--- src/rtl/opll_seq_pkg.sv ---
// Shared constants and types for the OPLL write sequencer.
// FSM state codes, default bus timing, and the queued write record.
package opll_seq_pkg;

    localparam logic [2:0] ST_IDLE   = 3'd0;
    localparam logic [2:0] ST_SETUP  = 3'd1;
    localparam logic [2:0] ST_STROBE = 3'd2;
    localparam logic [2:0] ST_HOLD   = 3'd3;
    localparam logic [2:0] ST_WAIT   = 3'd4;

    localparam int DEF_FIFO_DEPTH = 8;
    localparam int DEF_WR_LOW     = 8;
    localparam int DEF_ADDR_WAIT  = 12;
    localparam int DEF_DATA_WAIT  = 84;

    localparam int OPLL_SHADOW_REGS = 64;

    typedef struct packed {
        logic [7:0] addr;
        logic [7:0] data;
    } opll_wr_t;

endpackage

--- src/rtl/opll_write_sequencer_if.sv ---
// Host-side write request handshake into the OPLL write sequencer.
interface opll_write_sequencer_if;
    logic       req_valid;
    logic       req_ready;
    logic [7:0] req_addr;
    logic [7:0] req_data;

    modport master (output req_valid, output req_addr, output req_data, input req_ready);
    modport slave  (input req_valid, input req_addr, input req_data, output req_ready);
endinterface

--- src/rtl/opll_seq_fifo.sv ---
// Synchronous FIFO of {addr,data} write records; a push while full is dropped
// even if a pop happens on the same edge.
module opll_seq_fifo
    import opll_seq_pkg::*;
#(
    parameter int DEPTH = DEF_FIFO_DEPTH,
    parameter int LW    = $clog2(DEPTH) + 1
) (
    input  logic          clk,
    input  logic          reset,
    input  logic          push,
    input  opll_wr_t      push_data,
    input  logic          pop,
    output opll_wr_t      head,
    output logic          full,
    output logic          empty,
    output logic [LW-1:0] level
);
    localparam int PW = $clog2(DEPTH);

    opll_wr_t        mem [DEPTH];
    logic [PW-1:0]   wr_ptr_reg;
    logic [PW-1:0]   rd_ptr_reg;
    logic [LW-1:0]   level_reg;
    logic            do_push;
    logic            do_pop;

    assign full    = (level_reg == LW'(DEPTH));
    assign empty   = (level_reg == '0);
    assign do_push = push && !full;
    assign do_pop  = pop && !empty;
    assign level   = level_reg;
    // Head is read combinationally so the sequencer can latch it on the pop edge.
    assign head    = mem[rd_ptr_reg];

    always_ff @(posedge clk) begin
        if (do_push) begin
            mem[wr_ptr_reg] <= push_data;
        end
    end

    always_ff @(posedge clk) begin
        if (reset) begin
            wr_ptr_reg <= '0;
            rd_ptr_reg <= '0;
            level_reg  <= '0;
        end else begin
            if (do_push) wr_ptr_reg <= wr_ptr_reg + 1'b1;
            if (do_pop)  rd_ptr_reg <= rd_ptr_reg + 1'b1;
            case ({do_push, do_pop})
                2'b10:   level_reg <= level_reg + 1'b1;
                2'b01:   level_reg <= level_reg - 1'b1;
                default: level_reg <= level_reg;
            endcase
        end
    end

endmodule

--- src/rtl/opll_write_sequencer.sv ---
// Replays queued OPLL register writes as address then data bus cycles with YM2413 waits.
// Optional register shadow enabled by defining OPLL_SEQ_SHADOW_EN.
module opll_write_sequencer
    import opll_seq_pkg::*;
#(
    parameter int FIFO_DEPTH = DEF_FIFO_DEPTH,
    parameter int WR_LOW     = DEF_WR_LOW,
    parameter int ADDR_WAIT  = DEF_ADDR_WAIT,
    parameter int DATA_WAIT  = DEF_DATA_WAIT
) (
    input  logic                        clk,
    input  logic                        reset,
    opll_write_sequencer_if.slave       req,
    output logic                        opll_cs_n,
    output logic                        opll_wr_n,
    output logic                        opll_a0,
    output logic [7:0]                  opll_d,
    output logic                        busy,
    output logic [$clog2(FIFO_DEPTH):0] fifo_level,
    input  logic [5:0]                  rd_addr,
    output logic [7:0]                  rd_data
);
    localparam int CNT_MAX = (DATA_WAIT > ADDR_WAIT)
                           ? ((DATA_WAIT > WR_LOW) ? DATA_WAIT : WR_LOW)
                           : ((ADDR_WAIT > WR_LOW) ? ADDR_WAIT : WR_LOW);
    localparam int CW = $clog2(CNT_MAX + 1);

    logic [2:0]    state_reg;
    logic          ph_reg;
    logic [7:0]    a_reg;
    logic [7:0]    d_reg;
    logic [CW-1:0] cnt_reg;
    logic          cs_n_reg;
    logic          wr_n_reg;
    logic          a0_reg;
    logic [7:0]    d_out_reg;

    opll_wr_t push_entry;
    opll_wr_t head;
    logic     full;
    logic     empty;
    logic     pop;
    logic     cnt_last;

    assign push_entry = '{addr: req.req_addr, data: req.req_data};
    assign req.req_ready = !full;
    assign cnt_last = (cnt_reg == CW'(1));
    // The next entry is taken from IDLE, or straight out of a finished data wait
    // so back-to-back pairs run without an IDLE gap.
    assign pop = !empty && ((state_reg == ST_IDLE) ||
                            (state_reg == ST_WAIT && cnt_last && ph_reg));

    opll_seq_fifo #(.DEPTH(FIFO_DEPTH)) u_fifo (
        .clk       (clk),
        .reset     (reset),
        .push      (req.req_valid),
        .push_data (push_entry),
        .pop       (pop),
        .head      (head),
        .full      (full),
        .empty     (empty),
        .level     (fifo_level)
    );

    always_ff @(posedge clk) begin
        if (reset) begin
            state_reg <= ST_IDLE;
            ph_reg    <= 1'b0;
            a_reg     <= '0;
            d_reg     <= '0;
            cnt_reg   <= '0;
        end else begin
            case (state_reg)
                ST_IDLE: begin
                    if (pop) begin
                        a_reg     <= head.addr;
                        d_reg     <= head.data;
                        ph_reg    <= 1'b0;
                        state_reg <= ST_SETUP;
                    end
                end
                ST_SETUP: begin
                    cnt_reg   <= CW'(WR_LOW);
                    state_reg <= ST_STROBE;
                end
                ST_STROBE: begin
                    if (cnt_last) state_reg <= ST_HOLD;
                    else          cnt_reg   <= cnt_reg - 1'b1;
                end
                ST_HOLD: begin
                    cnt_reg   <= ph_reg ? CW'(DATA_WAIT) : CW'(ADDR_WAIT);
                    state_reg <= ST_WAIT;
                end
                ST_WAIT: begin
                    if (!cnt_last) begin
                        cnt_reg <= cnt_reg - 1'b1;
                    end else if (!ph_reg) begin
                        ph_reg    <= 1'b1;
                        state_reg <= ST_SETUP;
                    end else if (pop) begin
                        a_reg     <= head.addr;
                        d_reg     <= head.data;
                        ph_reg    <= 1'b0;
                        state_reg <= ST_SETUP;
                    end else begin
                        state_reg <= ST_IDLE;
                    end
                end
                default: state_reg <= ST_IDLE;
            endcase
        end
    end

    // Pins are a registered decode of the state, so each bus phase trails its state by one cycle.
    always_ff @(posedge clk) begin
        if (reset) begin
            cs_n_reg  <= 1'b1;
            wr_n_reg  <= 1'b1;
            a0_reg    <= 1'b0;
            d_out_reg <= '0;
        end else begin
            cs_n_reg <= !((state_reg == ST_SETUP) || (state_reg == ST_STROBE) ||
                          (state_reg == ST_HOLD));
            wr_n_reg <= (state_reg != ST_STROBE);
            if (state_reg == ST_SETUP) begin
                a0_reg    <= ph_reg;
                d_out_reg <= ph_reg ? d_reg : a_reg;
            end
        end
    end

    assign opll_cs_n = cs_n_reg;
    assign opll_wr_n = wr_n_reg;
    assign opll_a0   = a0_reg;
    assign opll_d    = d_out_reg;
    assign busy      = !empty || (state_reg != ST_IDLE);

`ifdef OPLL_SEQ_SHADOW_EN
    logic       shadow_we;
    logic [7:0] shadow_q [OPLL_SHADOW_REGS];

    assign shadow_we = (state_reg == ST_HOLD) && ph_reg && (a_reg < 8'h40);

    for (genvar gi = 0; gi < OPLL_SHADOW_REGS; gi++) begin : g_shadow
        logic [7:0] val_reg;
        always_ff @(posedge clk) begin
            if (reset) begin
                val_reg <= '0;
            end else if (shadow_we && (a_reg[5:0] == 6'(gi))) begin
                val_reg <= d_reg;
            end
        end
        assign shadow_q[gi] = val_reg;
    end

    assign rd_data = shadow_q[rd_addr];
`else
    logic unused_rd_addr;
    assign unused_rd_addr = ^rd_addr;
    assign rd_data = 8'h00;
`endif

endmodule

--- src/flat_wrapper.sv ---
// flat-port wrapper written by rule: the top's interface ports become plain ports
module opll_write_sequencer_flat import opll_seq_pkg::*;
#(
    parameter int FIFO_DEPTH = DEF_FIFO_DEPTH,
    parameter int WR_LOW     = DEF_WR_LOW,
    parameter int ADDR_WAIT  = DEF_ADDR_WAIT,
    parameter int DATA_WAIT  = DEF_DATA_WAIT
)
  (clk, reset, opll_cs_n, opll_wr_n, opll_a0, opll_d, busy, fifo_level, rd_addr, rd_data, req_req_valid, req_req_addr, req_req_data, req_req_ready);
  opll_write_sequencer_if req_i ();
  input  logic clk;
  input  logic reset;
  output logic opll_cs_n;
  output logic opll_wr_n;
  output logic opll_a0;
  output logic [7:0] opll_d;
  output logic busy;
  output logic [$clog2(FIFO_DEPTH):0] fifo_level;
  input  logic [5:0] rd_addr;
  output logic [7:0] rd_data;
  input wire logic [$bits(req_i.req_valid)-1:0] req_req_valid;
  input wire logic [$bits(req_i.req_addr)-1:0] req_req_addr;
  input wire logic [$bits(req_i.req_data)-1:0] req_req_data;
  output wire logic [$bits(req_i.req_ready)-1:0] req_req_ready;
  assign req_i.req_valid = req_req_valid;
  assign req_i.req_addr = req_req_addr;
  assign req_i.req_data = req_req_data;
  assign req_req_ready = req_i.req_ready;
  opll_write_sequencer #(.FIFO_DEPTH(FIFO_DEPTH), .WR_LOW(WR_LOW), .ADDR_WAIT(ADDR_WAIT), .DATA_WAIT(DATA_WAIT)) u_core (.clk(clk), .reset(reset), .req(req_i), .opll_cs_n(opll_cs_n), .opll_wr_n(opll_wr_n), .opll_a0(opll_a0), .opll_d(opll_d), .busy(busy), .fifo_level(fifo_level), .rd_addr(rd_addr), .rd_data(rd_data));
endmodule
--- config.mk ---
export PLATFORM = sky130hd
export DESIGN_NAME = opll_write_sequencer_flat
export DESIGN_NICKNAME = d
export VERILOG_FILES = /design/src/rtl/opll_seq_pkg.sv /design/src/rtl/opll_write_sequencer_if.sv /design/src/rtl/opll_seq_fifo.sv /design/src/rtl/opll_write_sequencer.sv /design/src/flat_wrapper.sv
export SDC_FILE = /design/constraint.sdc
export NUM_CORES = 1
export LEC_CHECK = 0
export CORE_MARGIN = 2
export CORE_UTILIZATION = 53
export CTS_CLUSTER_DIAMETER = 80
export DETAILED_ROUTE_END_ITERATION = 16
export PLACE_DENSITY = 0.79
export SLEW_MARGIN = 0
export SYNTH_ARGS = -nofsm -noshare
export SYNTH_HDL_FRONTEND = slang
export SYNTH_HIERARCHICAL = 1
export SYNTH_SLANG_ARGS = --single-unit
--- constraint.sdc ---
create_clock -name clk -period 2.8 [get_ports clk]
set_clock_uncertainty 0.15 [all_clocks]
set_input_delay 0.42 -clock clk [delete_from_list [all_inputs] [get_ports clk]]
set_output_delay 0.42 -clock clk [all_outputs]
set_load 0.05 [all_outputs]
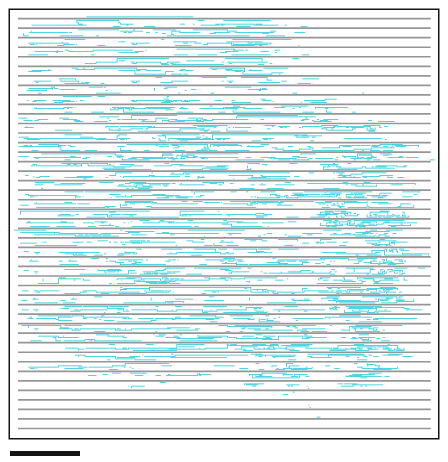
**Above:** run 1 (the metal 1 layer).
Bar = 20 um. Supply wires on this layer in grey.
The longest straight run is 36.8 um. 499 nets have wire on it. The layer carries 6060 um of wire. The layer holds 42% of the routed length. The wires run mostly horizontal.
total via count after detailed routing: 4144
met1 GRT Util: 25.9%
final WL: 14400 um

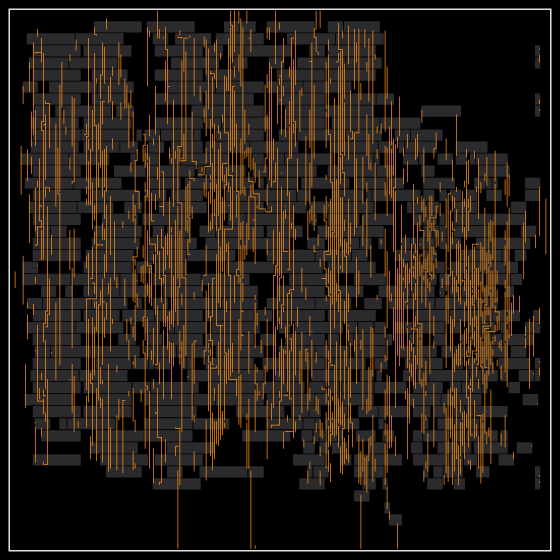
**Above:** run 1 (metal 2).
Cells faint in the background.
The wires run mostly vertical. The longest straight run is 50.7 um. The layer carries 7390 um of wire.
global-route met2 utilization: 34.9%

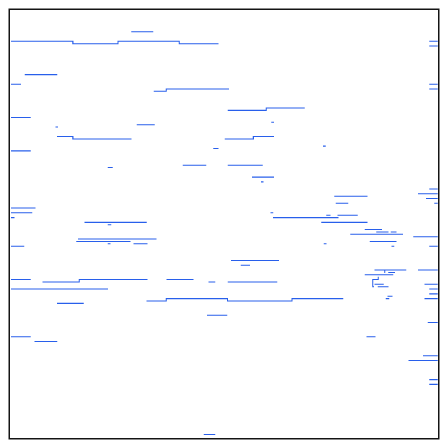
**Above:** run 1 (met3 routing).
The layer holds 4.5% of the routed length. The longest straight run is 27.4 um. 57 nets have wire on it.

==> impl_results.rst, run 1 <==
Run summary
-----------

.. list-table::
   :header-rows: 1

   * - Metric
     - Value
   * - Count of multi-input combinational gates
     - 249
   * - Origin of the critical flop-to-flop path
     - u_core/cnt_reg[1]
   * - Worst setup path endpoint
     - u_core/u_fifo/level[2]
   * - Clock buffer instance count of the final layout
     - 18
   * - Crit path DAT
     - 3.00 ns
   * - Tool warnings
     - 36
   * - Complex Gates by Area
     - 5.11%
   * - Init Core Util
     - 53.7%
   * - Slew at the pin closest to its max-slew limit
     - 0.709 ns
   * - Quantity of I/O buffers inserted on ports
     - 35
   * - Post-CTS Setup Bufs
     - 0
   * - Combinational fraction of the cell area
     - 27.5%
   * - Number of flops mapped to enable cells by yosys
     - 128
   * - All-layer global routing usage
     - 20.8%
   * - Number of DRC markers in iteration 0
     - 352
   * - TritonCTS clock tree
     - yes
   * - Register name with the most flops
     - u_core/u_fifo/mem
   * - Remaining max-slew budget at the tightest pin
     - 52.7%
   * - Wirelength per Cell
     - 20.1 um
   * - Nonclk inv count
     - 8
   * - Final critical delay including setup and external delays
     - 2.79 ns
   * - Total Power
     - 0.00832 W
   * - Top power consumer group
     - registers
   * - Switching power
     - 0.00267 W
   * - Well-Tap Cells
     - 180
   * - Status
     - completed
   * - Synthesized netlist cell count
     - 463
   * - Number of antenna violations at the first check in global routing
     - 0
   * - Non-clock buffer area fraction after layout
     - 6.55%
   * - Commonest non-fill, non-tap cells in the layout
     - sky130_fd_sc_hd__edfxtp_1, sky130_fd_sc_hd__nor2_1, sky130_fd_sc_hd__dfxtp_1
   * - Lkg Pwr
     - 2.91 nW
   * - Path class of the lowest-slack min-delay path
     - in -> reg
   * - Final number of hold-violating endpoints
     - 0
   * - Most common library cell in the layout ignoring fill and taps
     - sky130_fd_sc_hd__edfxtp_1
   * - Cell family with most CP delay
     - simple AND/OR/NAND/NOR gates
   * - Area of combinational cells with multiple inputs
     - 2390 sq um
   * - Detailed-route DRC error count
     - 0
   * - Critical Path End Type
     - register
   * - Most instantiated flip-flop cell in the synthesis netlist
     - sky130_fd_sc_hd__edfxtp_1
   * - Top achievable clock speed
     - 358 MHz
   * - FF-to-FF path depth
     - 13
   * - Power in the clock group
     - 0.00233 W
   * - Switching power as a share of total power
     - 32.0%
[run 1: worst min-delay path by stage]
stage                        endpoint  depth (start not counted)
4_1_cts        u_core/u_fifo/level[0]                          2
2_1_floorplan         u_core/a_reg[0]                          2
3_3_place_gp          u_core/a_reg[0]                          2
6_report       u_core/u_fifo/level[0]                          2
5_1_grt        u_core/u_fifo/level[0]                          2
3_5_place_dp          u_core/a_reg[7]                          2
[run 1: synth_stat cells (all sizes together) (2+ instances only)]
cell type / count / area, sq um
edfxtp: 128 / 3840
dfxtp: 51 / 1020
nor2: 51 / 204
mux4: 32 / 721
mux2i: 28 / 280
buf: 26 / 204
mux2: 17 / 191
a21oi: 12 / 63.8
nand2: 11 / 70.1
a211oi: 10 / 75.1
clkbuf: 8 / 30.0
inv: 8 / 30.0
ha: 7 / 87.6
nor3: 7 / 35.0
o21ai: 7 / 35.0
xor2: 7 / 68.8
nand3: 6 / 35.0
nor4: 4 / 31.3
nand2b: 3 / 18.8
or3: 3 / 18.8
a2111oi: 2 / 23.8
a21o: 2 / 22.5
a22oi: 2 / 15.0
a31oi: 2 / 12.5
a32oi: 2 / 17.5
and2: 2 / 12.5
nand3b: 2 / 15.0
o31ai: 2 / 15.0
[run 1: metrics by stage]
step	instance area (sq um)	std cells	hold slack [ns]	setup TNS [ns]	setup slack [ns]
3_3_place_gp	8030	677	0.321	0	0.117
3_5_place_dp	8030	677	0.335	0	0.0587
2_1_floorplan	7460	470	0.310	-0.374	-0.210
6_report	8670	713	0.257	0	0.00732
4_1_cts	8610	709	0.248	0	0.0158
5_1_grt	8670	713	0.262	-0.147	-0.100
==> run 2: changes to the inputs <==
--- a/config.mk
+++ b/config.mk
@@ -6,10 +6,10 @@
 export NUM_CORES = 1
 export LEC_CHECK = 0
 export CORE_MARGIN = 2
-export CORE_UTILIZATION = 53
+export CORE_UTILIZATION = 45
 export CTS_CLUSTER_DIAMETER = 80
 export DETAILED_ROUTE_END_ITERATION = 16
-export PLACE_DENSITY = 0.79
+export PLACE_DENSITY = 0.69
 export SLEW_MARGIN = 0
 export SYNTH_ARGS = -nofsm -noshare
 export SYNTH_HDL_FRONTEND = slang
==> run 2 against run 1 <==
  * Critical path depth did not move
  * Power barely moved
  * Sequential share of layout area fell by 0.35 points
  * Global-route usage fell by 4.2 points
  * Register-to-register slack barely moved
  * Flip-flop count did not move
  * Maximum frequency fell by 0.18%
  * Critical path type unchanged
  * Largest cell class unchanged
==> impl_results.rst, run 2 <==
Run summary
-----------

.. list-table::
   :header-rows: 1

   * - Metric
     - Value
   * - Status
     - completed
   * - Crit path DAT
     - 2.99 ns
   * - Cell family with most CP delay
     - simple AND/OR/NAND/NOR gates
   * - Path class of the lowest-slack min-delay path
     - in -> reg
   * - Placed insts
     - 713
   * - Crit path buffers/inverters
     - 1
   * - Top cells by count, synth
     - sky130_fd_sc_hd__edfxtp_1, sky130_fd_sc_hd__dfxtp_1, sky130_fd_sc_hd__nor2_1, sky130_fd_sc_hd__mux4_2, sky130_fd_sc_hd__mux2i_1
   * - Wirelength per Cell
     - 18.3 um
   * - Most numerous cell in the Yosys netlist
     - sky130_fd_sc_hd__edfxtp_1
   * - Top achievable clock speed
     - 357 MHz
   * - Top power consumer group
     - registers
   * - Top cells by area
     - sky130_fd_sc_hd__edfxtp_1, sky130_fd_sc_hd__dfxtp_1, sky130_fd_sc_hd__mux4_2, sky130_fd_sc_hd__mux2i_1, sky130_fd_sc_hd__mux2_2
   * - Number of global-route vias before repair
     - 4068
   * - Number of antenna violations at the first check in global routing
     - 0
   * - Number of flops mapped to enable cells by yosys
     - 128
   * - Hold_ws
     - 0.306 ns
   * - Area leader, netlist
     - sky130_fd_sc_hd__edfxtp_1
   * - Most instantiated flip-flop cell in the synthesis netlist
     - sky130_fd_sc_hd__edfxtp_1
   * - Remaining max-slew budget at the tightest pin
     - 59.4%
   * - Post-Route Setup TNS
     - 0 ns
   * - Post-place setup slack
     - 0.0206 ns
   * - Init Core Util
     - 46.2%
   * - Critical Path End Type
     - register
   * - Count of placed standard cells in the final layout, fillers left out
     - 748
   * - Final critical delay including setup and external delays
     - 2.80 ns
   * - Detailed-route DRC error count
     - 0
   * - Most common library cell in the layout ignoring fill and taps
     - sky130_fd_sc_hd__edfxtp_1
   * - Register name with the most flops
     - u_core/u_fifo/mem
   * - Top-area cell type share of the netlist area
     - 52.0%
   * - Commonest non-fill, non-tap cells in the layout
     - sky130_fd_sc_hd__edfxtp_1, sky130_fd_sc_hd__nor2_1, sky130_fd_sc_hd__dfxtp_1
   * - Synthesized netlist cell count
     - 463
   * - Clock latency on the worst-skew pair
     - 0.43 ns
   * - Power in the clock group
     - 0.00233 W
   * - Placed standard-cell area
     - 8090 sq um
   * - Switching power
     - 0.00265 W
   * - Post-route cell area
     - 8720 sq um
   * - TritonCTS clock tree
     - yes
   * - Total Power
     - 0.00832 W
   * - Cycle use final
     - 99.9%
   * - Quantity of I/O buffers inserted on ports
     - 35
   * - Maximum number of pins on one net before global-route repair
     - 33
   * - Tool warnings
     - 36
## run 2: cell count changes in the layout (fill, tap and decap cells not counted), sizes merged
cell           delta
clkinv            +1
dlygate4sd2       -1
clkinvlp          +1
inv               -2
buf               -1
clkdlybuf4s50     +1
## run 2: cells by family after synthesis
| logic type | after synthesis | synth area share [%] |
|---|---|---|
| other | 1 | 0.0507 |
| AND/OR/NAND/NOR | 98 | 7.17 |
| adder cells (fa/ha/maj) | 7 | 1.18 |
| AND-OR/OR-AND | 51 | 5.11 |
| flip-flops | 179 | 65.8 |
| multiplexers | 77 | 16.1 |
| buffers and inverters | 42 | 3.57 |
| XOR/XNOR | 8 | 1.05 |
## run 2: routing by layer
layer / track usage (%) / wire length (um)
met3: 3.61 / 496
met5: 0 / 0
met4: 6.69 / 250
met2: 27.7 / 6710
met1: 21.5 / 6260
## run 2: worst paths after layout
path	depth (start not counted)	to	slack, ns	startpoint
setup / recovery	13	u_core/u_fifo/level[2]	0.002	u_core/cnt_reg[1]
hold reg to reg	2	u_core/a_reg[3]	0.34	u_core/a_reg[3]
hold / removal	2	u_core/d_reg[4]	0.31	reset
setup reg to reg	13	u_core/u_fifo/level[2]	0.002	u_core/cnt_reg[1]
## run 2: what timing repair did
item                                    CTS  global route
pin swaps                                 0             2
endpoints found under the setup margin    2             2
setup buffers                             1             2
resized                                   1             7
## run 2: layout make-up
class | instances | area, sq um | share of cell area, %
flip-flops and latches | 179 | 4870 | 55.9
clock inverters | 14 | 154 | 1.76
inverters | 8 | 30.0 | 0.344
well taps | 216 | 270 | 3.10
multi-input cells | 249 | 2390 | 27.4
clock buffers | 18 | 429 | 4.92
repair buffers | 64 | 574 | 6.58
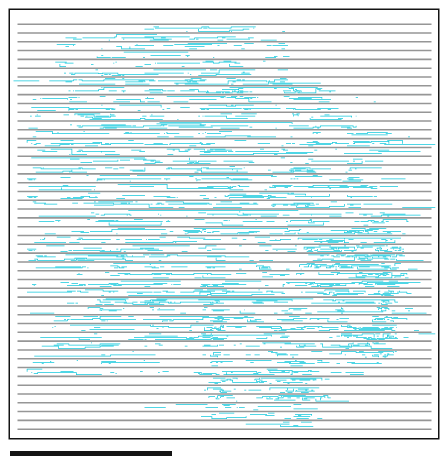
**Above:** run 2 (the metal 1 layer).
Bar = 50 um. Supply wires on this layer in grey.
The layer holds 46% of the routed length. The layer carries 6260 um of wire. 499 nets have wire on it. The wires run mostly horizontal.
final WL: 13700 um
total via count after detailed routing: 4035

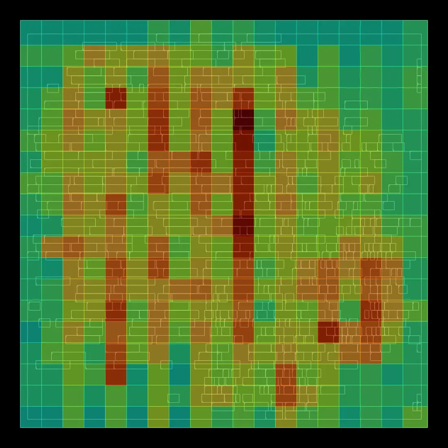
**Above:** run 2 (track usage over the die).
all-layer global routing usage: 16.7%
Layout Utilization: 54.5%
global-route met2 utilization: 27.7%
layer with the highest usage: met2
met1 GRT Util: 21.5%

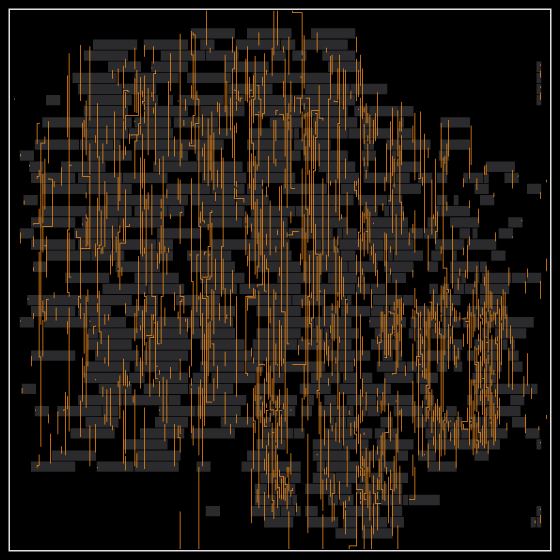
**Above:** run 2 (metal 2).
Cells faint in the background.
The layer holds 49% of the routed length. 479 nets have wire on it. The longest straight run is 53.0 um.

==> run 3: changes to the inputs <==
--- a/config.mk
+++ b/config.mk
@@ -10,7 +10,7 @@
 export CTS_CLUSTER_DIAMETER = 80
 export DETAILED_ROUTE_END_ITERATION = 16
 export PLACE_DENSITY = 0.69
-export SLEW_MARGIN = 0
+export SLEW_MARGIN = 20
 export SYNTH_ARGS = -nofsm -noshare
 export SYNTH_HDL_FRONTEND = slang
 export SYNTH_HIERARCHICAL = 1
==> run 3 against run 2 <==
  * Power unchanged
  * Hold slack unchanged
  * Sequential power about the same
  * Die area unchanged
  * Via count unchanged
  * Critical endpoint unchanged
  * Largest cell class unchanged
==> impl_results.rst, run 3 <==
Run summary
-----------

.. list-table::
   :header-rows: 1

   * - Metric
     - Value
   * - Status
     - completed
   * - Number of global-route vias before repair
     - 4068
   * - Slew at the pin closest to its max-slew limit
     - 0.608 ns
   * - Path class of the lowest-slack min-delay path
     - in -> reg
   * - Top achievable clock speed
     - 357 MHz
   * - Post-route cell area
     - 8720 sq um
   * - Detailed-route DRC error count
     - 0
   * - Synthesized netlist cell count
     - 463
   * - Register name with the most flops
     - u_core/u_fifo/mem
   * - Yosys cell types
     - 66
   * - Crit path DAT
     - 2.99 ns
   * - Unrepaired setup endpoints after global routing
     - yes
   * - All-layer global routing usage
     - 16.7%
   * - Cycle use final
     - 99.9%
   * - Top-area cell type share of the netlist area
     - 52.0%
   * - Power in the clock group
     - 0.00233 W
   * - Wirelength per Cell
     - 18.3 um
   * - Number of flops mapped to enable cells by yosys
     - 128
   * - Total via count after detailed routing
     - 4035
   * - Reported max-cap violation count
     - 0
   * - Total Power
     - 0.00832 W
   * - Count of placed standard cells in the final layout, fillers left out
     - 748
   * - Lkg Pwr
     - 2.89 nW
   * - Number of antenna violations at the first check in global routing
     - 0
   * - Top cells by area
     - sky130_fd_sc_hd__edfxtp_1, sky130_fd_sc_hd__dfxtp_1, sky130_fd_sc_hd__mux4_2, sky130_fd_sc_hd__mux2i_1, sky130_fd_sc_hd__mux2_2
   * - Clock Path Buffers
     - 2
   * - Vias per inst
     - 5.39
   * - Top cells by count, synth
     - sky130_fd_sc_hd__edfxtp_1, sky130_fd_sc_hd__dfxtp_1, sky130_fd_sc_hd__nor2_1, sky130_fd_sc_hd__mux4_2, sky130_fd_sc_hd__mux2i_1
   * - Most instantiated flip-flop cell in the synthesis netlist
     - sky130_fd_sc_hd__edfxtp_1
   * - Commonest non-fill, non-tap cells in the layout
     - sky130_fd_sc_hd__edfxtp_1, sky130_fd_sc_hd__nor2_1, sky130_fd_sc_hd__dfxtp_1
   * - Remaining max-slew budget at the tightest pin
     - 59.4%
   * - Final WL
     - 13700 um
   * - Switching power as a share of total power
     - 31.9%
   * - Critical Path, Cell by Cell
     - inv_2, ha_4, nor4b_4, a31oi_2, nor4_4, o41a_1, ha_2, xor2_1, ha_2, a21oi_2, xor2_1, or3_1, a21oi_1
   * - Switching power
     - 0.00265 W
   * - Final critical delay including setup and external delays
     - 2.80 ns
   * - Clock latency on the worst-skew pair
     - 0.43 ns
   * - Init Core Util
     - 46.2%
   * - Tool warnings
     - 36
   * - Number of storage elements in the synthesis netlist
     - 179
   * - I/O pins
     - 50
   * - Quantity of I/O buffers inserted on ports
     - 35
   * - TritonCTS clock tree
     - yes
   * - Area leader, netlist
     - sky130_fd_sc_hd__edfxtp_1
   * - Maximum number of pins on one net before global-route repair
     - 33
   * - Most numerous cell in the Yosys netlist
     - sky130_fd_sc_hd__edfxtp_1
   * - CTS Hold Bufs
     - 0
   * - Placed insts
     - 713
[run 3: metal layers]
metal / global-route usage, % / wire, um
met5: 0 / 0
met4: 6.69 / 250
met3: 3.61 / 496
met2: 27.7 / 6710
met1: 21.5 / 6260
[run 3: path summary, 6_finish.rpt]
check	from	end	slack, ns	cells past startpoint
min reg2reg	u_core/a_reg[3]	u_core/a_reg[3]	0.34	2
min	reset	u_core/d_reg[4]	0.31	2
max	u_core/cnt_reg[1]	u_core/u_fifo/level[2]	0.002	13
max reg2reg	u_core/cnt_reg[1]	u_core/u_fifo/level[2]	0.002	13
[run 3: kinds of logic after synthesis]
logic type | share of synthesized area [%]
AND-OR/OR-AND | 5.11
XOR/XNOR | 1.05
adder cells (fa/ha/maj) | 1.18
buffers and inverters | 3.57
flip-flops | 65.8
multiplexers | 16.1
other | 0.0507
AND/OR/NAND/NOR | 7.17
[run 3: cell type report]
cell class / instances / area (sq um)
Sequential cell: 179 / 4870
Tap cell: 216 / 270
Multi-Input combinational cell: 249 / 2390
Timing Repair Buffer: 64 / 574
Clock inverter: 14 / 154
Fill cell: 1306 / 7280
Inverter: 8 / 30.0
Clock buffer: 18 / 429
[run 3: through the flow]
stage | setup TNS, ns | worst slack, ns | util (%)
after global placement | 0 | 0.134 | 50.5
after floorplan | -0.374 | -0.210 | -
after detailed placement | 0 | 0.0206 | 50.5
final | 0 | 0.00232 | 54.5
after global routing | -0.257 | -0.194 | 54.5
after CTS | 0 | 0.00143 | 54.2
[run 3: repair_timing]
item                       in CTS  in global routing
setup buffers                   1                  2
setup endpoints to repair       2                  2
pin swaps                       0                  2
gates resized                   1                  7
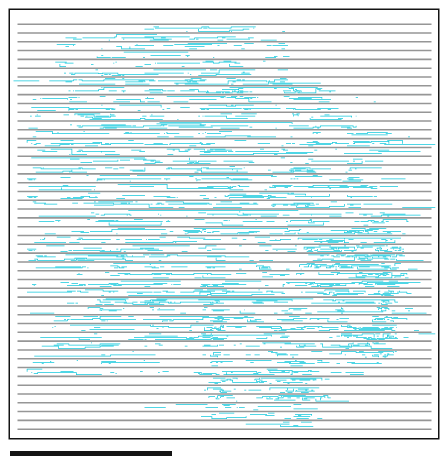
**Above:** run 3 (the metal 1 layer).
Bar = 50 um. Supply wires on this layer in grey.
The layer holds 46% of the routed length. The longest straight run is 52.4 um. 499 nets have wire on it. The layer carries 6260 um of wire.

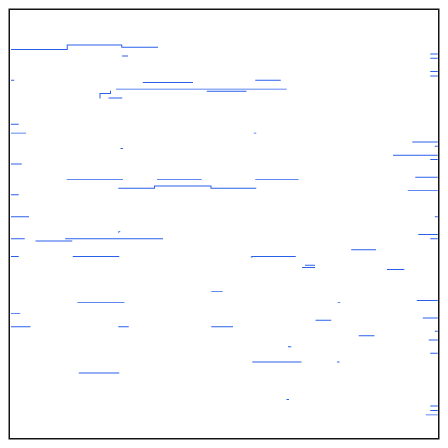
**Above:** run 3 (met3 routing).
The layer carries 497 um of wire. The wires run mostly horizontal. The layer holds 3.6% of the routed length. 50 nets have wire on it.
met3 track demand over resource: 3.61%

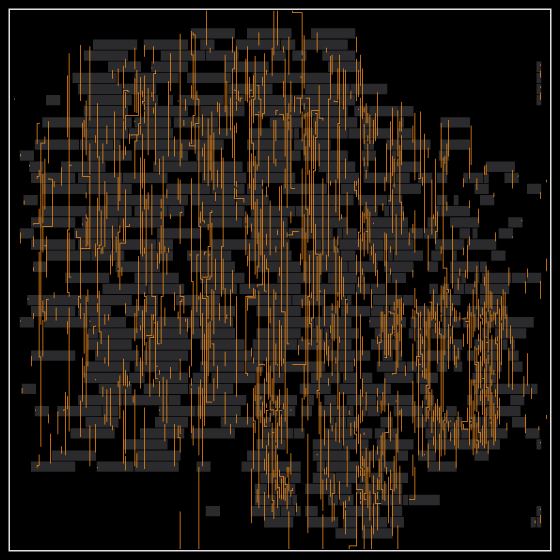
**Above:** run 3 (metal 2).
Cells faint in the background.
The longest straight run is 53.0 um. The layer holds 49% of the routed length. The layer carries 6710 um of wire. The wires run mostly vertical. 479 nets have wire on it.


==> notes/layouts.md <==
Pictures saved along the way, in no particular order.

Met4 routing.
Supply wires on this layer in grey.
image #1
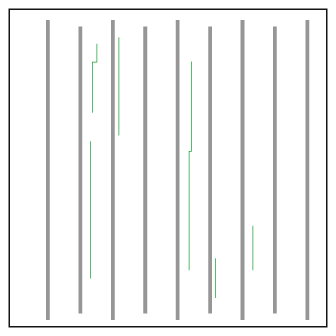
image #2
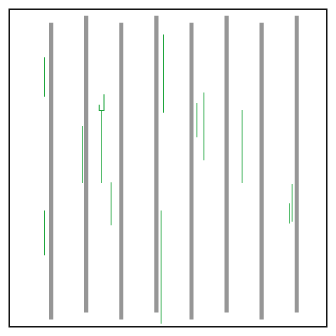
run 1 -> image #2
run 2 -> image #1

Key to image #2:
The layer holds 1.9% of the routed length. The layer carries 270 um of wire. The wires run mostly vertical. 9 nets have wire on it. The longest straight run is 43.5 um.

Power is estimated from default activity; no workload was simulated.
